===== config.mk =====
export PLATFORM = sky130hd
export DESIGN_NAME = pe_load_packetizer
export DESIGN_NICKNAME = d
export VERILOG_FILES = /design/src/rtl/snn_noc_pkg.sv /design/src/rtl/pe_credit_counter.sv /design/src/rtl/pe_load_packetizer.sv
export SDC_FILE = /design/constraint.sdc
export NUM_CORES = 1
export LEC_CHECK = 0
export ABC_CLOCK_PERIOD_IN_PS = 5200
export CAP_MARGIN = 20
export CORE_ASPECT_RATIO = 0.75
export CORE_MARGIN = 4
export CORE_UTILIZATION = 30
export CTS_BUF_LIST = sky130_fd_sc_hd__clkbuf_4
export CTS_CLUSTER_SIZE = 8
export DETAILED_ROUTE_END_ITERATION = 8
export HOLD_SLACK_MARGIN = 0.15
export PLACE_DENSITY_LB_ADDON = 0.25
export SETUP_SLACK_MARGIN = 0.02
export SLEW_MARGIN = 20
export SYNTH_ARGS = -nofsm -noshare
export SYNTH_HDL_FRONTEND = slang
export SYNTH_HIERARCHICAL = 1
export SYNTH_SLANG_ARGS = --single-unit

===== constraint.sdc =====
create_clock -name clk -period 5.2 [get_ports clk]
set_input_delay 1.04 -clock clk [delete_from_list [all_inputs] [get_ports clk]]
set_output_delay 1.04 -clock clk [all_outputs]
set_load 0.01 [all_outputs]

===== src/rtl/snn_noc_pkg.sv =====
// rtl/snn_noc_pkg.sv - NoC packet type codes, field positions, PE address table and packet builder
package snn_noc_pkg;

  localparam logic [1:0] PKT_IFMAP  = 2'b00;
  localparam logic [1:0] PKT_FILTER = 2'b01;
  localparam logic [1:0] PKT_PSUM   = 2'b10;

  localparam int SRC_MSB   = 63;
  localparam int SRC_LSB   = 60;
  localparam int DST_MSB   = 59;
  localparam int DST_LSB   = 56;
  localparam int TYPE_MSB  = 55;
  localparam int TYPE_LSB  = 54;
  localparam int PAYLOAD_W = 40;

  // Node addresses of the diagonal PE chain, entry i belongs to PE i
  localparam int PE_COUNT = 5;
  localparam logic [PE_COUNT-1:0][3:0] PE_ADDR = {4'b1001, 4'b0011, 4'b0010, 4'b0001, 4'b0000};

  // Out-of-range indices map to the last PE, which forwards down the chain
  function automatic logic [3:0] pe_addr(input int unsigned idx);
    logic [2:0] i3;
    i3 = idx[2:0];
    return (idx < PE_COUNT) ? PE_ADDR[i3] : PE_ADDR[PE_COUNT-1];
  endfunction

  // Bits between the type field and the payload are always zero
  function automatic logic [63:0] build_packet(input logic [3:0] src,
                                               input logic [3:0] dst,
                                               input logic [1:0] ptype,
                                               input logic [PAYLOAD_W-1:0] payload);
    logic [63:0] p;
    p = '0;
    p[SRC_MSB:SRC_LSB]   = src;
    p[DST_MSB:DST_LSB]   = dst;
    p[TYPE_MSB:TYPE_LSB] = ptype;
    p[PAYLOAD_W-1:0]     = payload;
    return p;
  endfunction

endpackage


===== src/rtl/pe_credit_counter.sv =====
// rtl/pe_credit_counter.sv - saturating ifmap credit counter with sticky overflow flag
module pe_credit_counter #(
  parameter int INIT_CREDITS = 1,
  parameter int MAX_CREDITS  = 4,
  parameter int CW           = $clog2(MAX_CREDITS + 1)
) (
  input  logic          clk,
  input  logic          rst,
  input  logic          inc,
  input  logic          dec,
  output logic [CW-1:0] count,
  output logic          overflow
);

  logic [CW-1:0] count_q, count_d;
  logic          ovf_q, ovf_d;

  // Simultaneous inc and dec cancel; inc at the ceiling is dropped and flagged
  always_comb begin
    count_d = count_q;
    ovf_d   = ovf_q;
    if (inc && !dec) begin
      if (count_q == CW'(MAX_CREDITS)) begin
        ovf_d = 1'b1;
      end else begin
        count_d = count_q + 1'b1;
      end
    end else if (dec && !inc) begin
      if (count_q != '0) begin
        count_d = count_q - 1'b1;
      end
    end
  end

  // Credit and overflow registers; only reset restores the initial credit
  always_ff @(posedge clk) begin
    if (rst) begin
      count_q <= CW'(INIT_CREDITS);
      ovf_q   <= 1'b0;
    end else begin
      count_q <= count_d;
      ovf_q   <= ovf_d;
    end
  end

  assign count    = count_q;
  assign overflow = ovf_q;

endmodule


===== src/rtl/pe_load_packetizer.sv =====
// rtl/pe_load_packetizer.sv - reads filter then ifmap rows and emits one credit-gated NoC packet per row
module pe_load_packetizer
  import snn_noc_pkg::*;
#(
  parameter int                    PACKET_WIDTH  = 64,
  parameter int                    ADDR_WIDTH    = 4,
  parameter int                    FILTER_LENGTH = 40,
  parameter int                    IFMAP_LENGTH  = 25,
  parameter int                    NUM_PE        = 5,
  parameter int                    IFMAP_ROWS    = 25,
  parameter logic [ADDR_WIDTH-1:0] SRC_ADDR      = 4'b1110,
  parameter int                    INIT_CREDITS  = 1,
  parameter int                    MAX_CREDITS   = 4
) (
  input  logic                          clk,
  input  logic                          rst,
  input  logic                          start,
  output logic                          busy,
  output logic                          done,
  output logic                          filt_rd_en,
  output logic [$clog2(NUM_PE)-1:0]     filt_rd_addr,
  input  logic [FILTER_LENGTH-1:0]      filt_rd_data,
  output logic                          ifmap_rd_en,
  output logic [$clog2(IFMAP_ROWS)-1:0] ifmap_rd_addr,
  input  logic [IFMAP_LENGTH-1:0]       ifmap_rd_data,
  input  logic                          credit_return,
  output logic                          credit_overflow,
  output logic                          pkt_valid,
  input  logic                          pkt_ready,
  output logic [PACKET_WIDTH-1:0]       pkt_data
);

  localparam int FA_W  = $clog2(NUM_PE);
  localparam int IA_W  = $clog2(IFMAP_ROWS);
  localparam int ROW_W = (IA_W > FA_W) ? IA_W : FA_W;
  localparam int CR_W  = $clog2(MAX_CREDITS + 1);

  typedef enum logic [2:0] {
    S_IDLE, S_F_RD, S_F_SEND, S_I_CR, S_I_RD, S_I_SEND, S_DONE
  } state_t;

  state_t                 state_q, state_d;
  logic [ROW_W-1:0]       row_q, row_d;
  logic                   fresh_q, fresh_d;
  logic [PAYLOAD_W-1:0]   payload_q, payload_d;
  logic                   consume;
  logic [CR_W-1:0]        credits;
  logic [PAYLOAD_W-1:0]   live_payload;
  logic [3:0]             dst;
  logic [1:0]             ptype;

  pe_credit_counter #(
    .INIT_CREDITS(INIT_CREDITS),
    .MAX_CREDITS (MAX_CREDITS),
    .CW          (CR_W)
  ) u_credits (
    .clk     (clk),
    .rst     (rst),
    .inc     (credit_return),
    .dec     (consume),
    .count   (credits),
    .overflow(credit_overflow)
  );

  // Sequencer: one read cycle then one send phase per row, ifmap rows wait for a credit
  always_comb begin
    state_d     = state_q;
    row_d       = row_q;
    busy        = 1'b0;
    done        = 1'b0;
    filt_rd_en  = 1'b0;
    ifmap_rd_en = 1'b0;
    pkt_valid   = 1'b0;
    consume     = 1'b0;
    case (state_q)
      S_IDLE: begin
        if (start) begin
          state_d = S_F_RD;
          row_d   = '0;
        end
      end
      S_F_RD: begin
        busy       = 1'b1;
        filt_rd_en = 1'b1;
        state_d    = S_F_SEND;
      end
      S_F_SEND: begin
        busy      = 1'b1;
        pkt_valid = 1'b1;
        if (pkt_ready) begin
          if (row_q == ROW_W'(NUM_PE - 1)) begin
            row_d   = '0;
            state_d = S_I_CR;
          end else begin
            row_d   = row_q + 1'b1;
            state_d = S_F_RD;
          end
        end
      end
      S_I_CR: begin
        busy = 1'b1;
        if (credits != '0) begin
          state_d = S_I_RD;
        end
      end
      S_I_RD: begin
        busy        = 1'b1;
        ifmap_rd_en = 1'b1;
        consume     = 1'b1;
        state_d     = S_I_SEND;
      end
      S_I_SEND: begin
        busy      = 1'b1;
        pkt_valid = 1'b1;
        if (pkt_ready) begin
          if (row_q == ROW_W'(IFMAP_ROWS - 1)) begin
            row_d   = '0;
            state_d = S_DONE;
          end else begin
            row_d   = row_q + 1'b1;
            state_d = S_I_CR;
          end
        end
      end
      S_DONE: begin
        done    = 1'b1;
        state_d = S_IDLE;
      end
      default: begin
        state_d = S_IDLE;
      end
    endcase
  end

  // Memory data is only valid the cycle after the read, so it is captured then and replayed while stalled
  always_comb begin
    live_payload = (state_q == S_F_SEND) ? PAYLOAD_W'(filt_rd_data) : PAYLOAD_W'(ifmap_rd_data);
    fresh_d      = filt_rd_en | ifmap_rd_en;
    payload_d    = fresh_q ? live_payload : payload_q;
    ptype        = (state_q == S_F_SEND) ? PKT_FILTER : PKT_IFMAP;
    if (state_q == S_F_SEND || 32'(row_q) < NUM_PE) begin
      dst = pe_addr(32'(row_q));
    end else begin
      dst = pe_addr(NUM_PE - 1);
    end
  end

  // State, row counter and payload hold registers
  always_ff @(posedge clk) begin
    if (rst) begin
      state_q   <= S_IDLE;
      row_q     <= '0;
      fresh_q   <= 1'b0;
      payload_q <= '0;
    end else begin
      state_q   <= state_d;
      row_q     <= row_d;
      fresh_q   <= fresh_d;
      payload_q <= payload_d;
    end
  end

  assign filt_rd_addr  = filt_rd_en ? row_q[FA_W-1:0] : '0;
  assign ifmap_rd_addr = ifmap_rd_en ? row_q[IA_W-1:0] : '0;
  assign pkt_data      = pkt_valid ? PACKET_WIDTH'(build_packet(SRC_ADDR, dst, ptype, payload_d)) : '0;

endmodule

==> notes.md <==
• **outcome** finished clean
• **vias per cell** 4.63
• **worst setup path category** register to primary output
• **Syn. warnings** 6
• **clock-pin transition on the worst setup and hold timing paths** 0.16 ns
• **total area of sequential cells** 1120 sq um
• **fraction of post-synthesis cell area in the top cell type by area** 0.352
• **combinational group share of total power** 0.249
• **pin count of the biggest net entering global routing** 58
• **accumulated negative setup slack** 0 ns
• **# resized after CTS** 0
• **required time of the critical path** 4.16 ns
• **area fraction in full adders, half adders and majority gates** 0.0196
• **die extent in x** 127 um
• **Top Usage Layer GRT** met2
• **Max Buffers Root-to-Sink** 2
• **Met3 Routed Length** 764 um
• **met2 track demand over resource** 0.211
• **Pleak** 1.64 nW
• **multi-input gates** 275
• **first-pass GRT wire length** 13.8 mm
• **DRC Markers** 0
• **clk ins delay skew pair** 0.36 ns
• **flop-to-flop setup slack** 2.17 ns
• **library cells used by synthesis** 48
• **Synth top cells by count** sky130_fd_sc_hd__nor2_1, sky130_fd_sc_hd__dfxtp_1, sky130_fd_sc_hd__mux2_2
• **main kind of combinational logic by area** simple AND/OR/NAND/NOR gates
• **maximum VDD drop** 137 uV
• **Synth Area in Compound Gates** 0.136
• **met2 WL** 3.84 mm
• **async set-or-reset flop fraction in the synthesized netlist** 0
• **total number of clock tree sinks** 56
• **share of total power in sequential cells** 0.506
• **ant diodes** 0
• **MUX area fraction** 0.177
• **Worst slew margin** 0.477
• **portion of the layout cell area used by clock cells** 0.0149
• **multi-input gate share of total cell area** 0.401
• **power group with the largest share** registers
• **xor and xnor fraction of the mapped netlist area** 0.00275
• **Worst Hold Class** register to register
• **H-Tree Depth** 2
• **average routed wire per standard cell** 13.8 um
• **Int Power** 671 uW
• **RSZ-0062 raised after global routing** false
• **Post CTS Setup Buffer Count** 0
• **Root Buffer** sky130_fd_sc_hd__clkbuf_4
• **footprint of the multi-input gates** 1820 sq um
• **Clk pwr share** 0.245
• **part of the cycle the worst path needs** 0.829
• **summed standard-cell area reported by yosys** 3190 sq um
• **proportion of final cell area spent on non-clock buffers** 0.291
• **Final Hold Slack** 0.505 ns
• **routed metal-1 wirelength** 3.87 mm
• **Seq power** 466 uW
• **flip-flop and latch share of the layout cell area** 0.247
• **# Max-Cap Violations** 0
• **total number of placement rows** 32
• **sum of routed wire length over all layers** 8.51 mm
• **Non-CTS inverters** 10
• **first-pass detailed-route iteration total** 4
• **number of flip-flops and latches** 56
• **CP Launch Type** register
• **via count of the first global-routing pass** 2811
• **number of fill cells in the layout** 1067
• **Fmax** 232 MHz
• **max-slew violation count** 0
• **Std-Cell Core Area** 10300 sq um
• **combinational logic power** 229 uW
• **net load switching power** 251 uW
• **dominant cell type by area after synthesis** sky130_fd_sc_hd__dfxtp_1
worst max-delay path, cell delays in order (launching register included):
cell and delay (ns):
sky130_fd_sc_hd__dfxtp_1 0.65, sky130_fd_sc_hd__nor3b_4 0.69, sky130_fd_sc_hd__buf_4 0.39, sky130_fd_sc_hd__mux2_2 0.38
sky130_fd_sc_hd__mux2i_1 0.20, sky130_fd_sc_hd__nor2_1 0.06, sky130_fd_sc_hd__clkdlybuf4s50_1 0.53
flip-flops by register name, summed over array words and instances, names as in the netlist, named ones only:
register	cells
payload_q	40
row_q	5
state_q	3
u_credits/count	3
fresh_q	1
u_credits/overflow	1
metrics by stage:
stage          utilization  cell area (sq um)  power (mW)
3_5_place_dp         0.433               4470       0.707
5_1_grt              0.439               4540       0.976
2_1_floorplan            -               3250       0.618
4_1_cts              0.439               4540       0.940
3_3_place_gp         0.433               4470       0.703
6_report             0.439               4540       0.922
layout by cell type, fill, tap and decap left out, drive strengths merged, types with 2 or more instances in the layout:
master	Yosys	layout
clkdlybuf4s50	0	129
nor2	84	84
dfxtp	56	56
mux2	27	27
mux2i	26	26
a21oi	23	23
nor2b	18	18
conb	1	17
a22o	17	17
inv	9	9
and2	7	7
nand2	6	6
nand3	5	5
ha	5	5
clkbuf	9	5
nor3	4	4
o21ai	4	4
buf	35	4
nor3b	4	4
nor4	3	3
a31oi	3	3
a22oi	2	2
a311oi	2	2
o31ai	2	2
a211oi	2	2
cells by family after synthesis:
group | Yosys count
compound gates | 61
xor+xnor | 1
fa+ha+maj | 5
buf+inv | 54
flops | 56
mux | 53
other cells | 1
simple gates | 138
final timing paths:
| check | startpoint | end |
|---|---|---|
| min reg2reg | payload_q[1] | payload_q[1] |
| max | state_q[1] | pkt_data[4] |
| min | payload_q[1] | payload_q[1] |
| max reg2reg | state_q[2] | u_credits/count[2] |
**Routed metal, one color a layer**

Scale bar: 50 um.
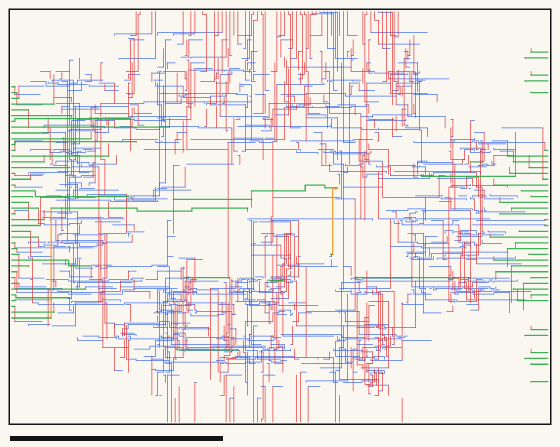
| color | layer | wire length |
|---|---|---|
| red | M2 | 3840 um |
| green | M3 | 764 um |
| blue | M1 | 3870 um |
| orange | M4 | 42.4 um |

**Clock wires, drivers and flops**

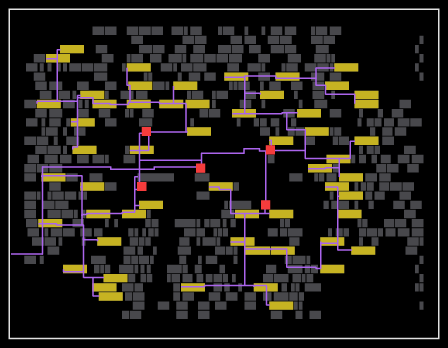
[purple] clock wires | length: 722 um
[red] clock-net drivers | count: 5
[yellow] flip-flops | count: 56
routed clock nets: 6

**Selected gate families**

Scale bar: 50 um.
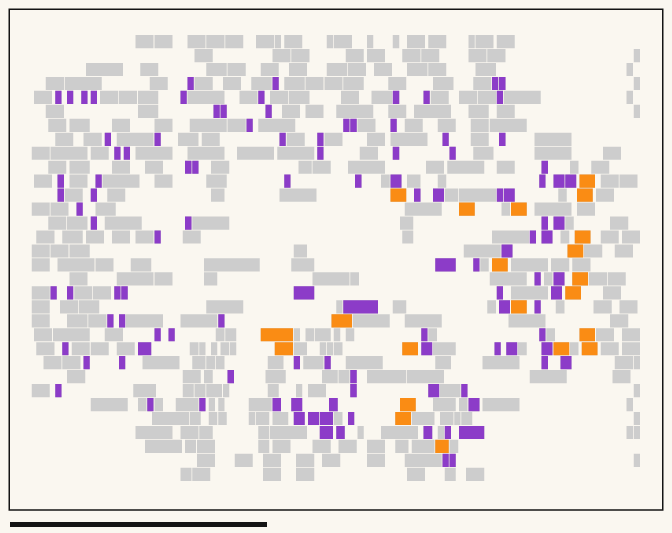
| color | family | cells | most used |
|---|---|---|---|
| orange | non-inverting ao/oa cells | 21 | a22o_1 |
| purple | nor cells | 113 | nor2_1 |

Power is estimated from default activity; no workload was simulated.
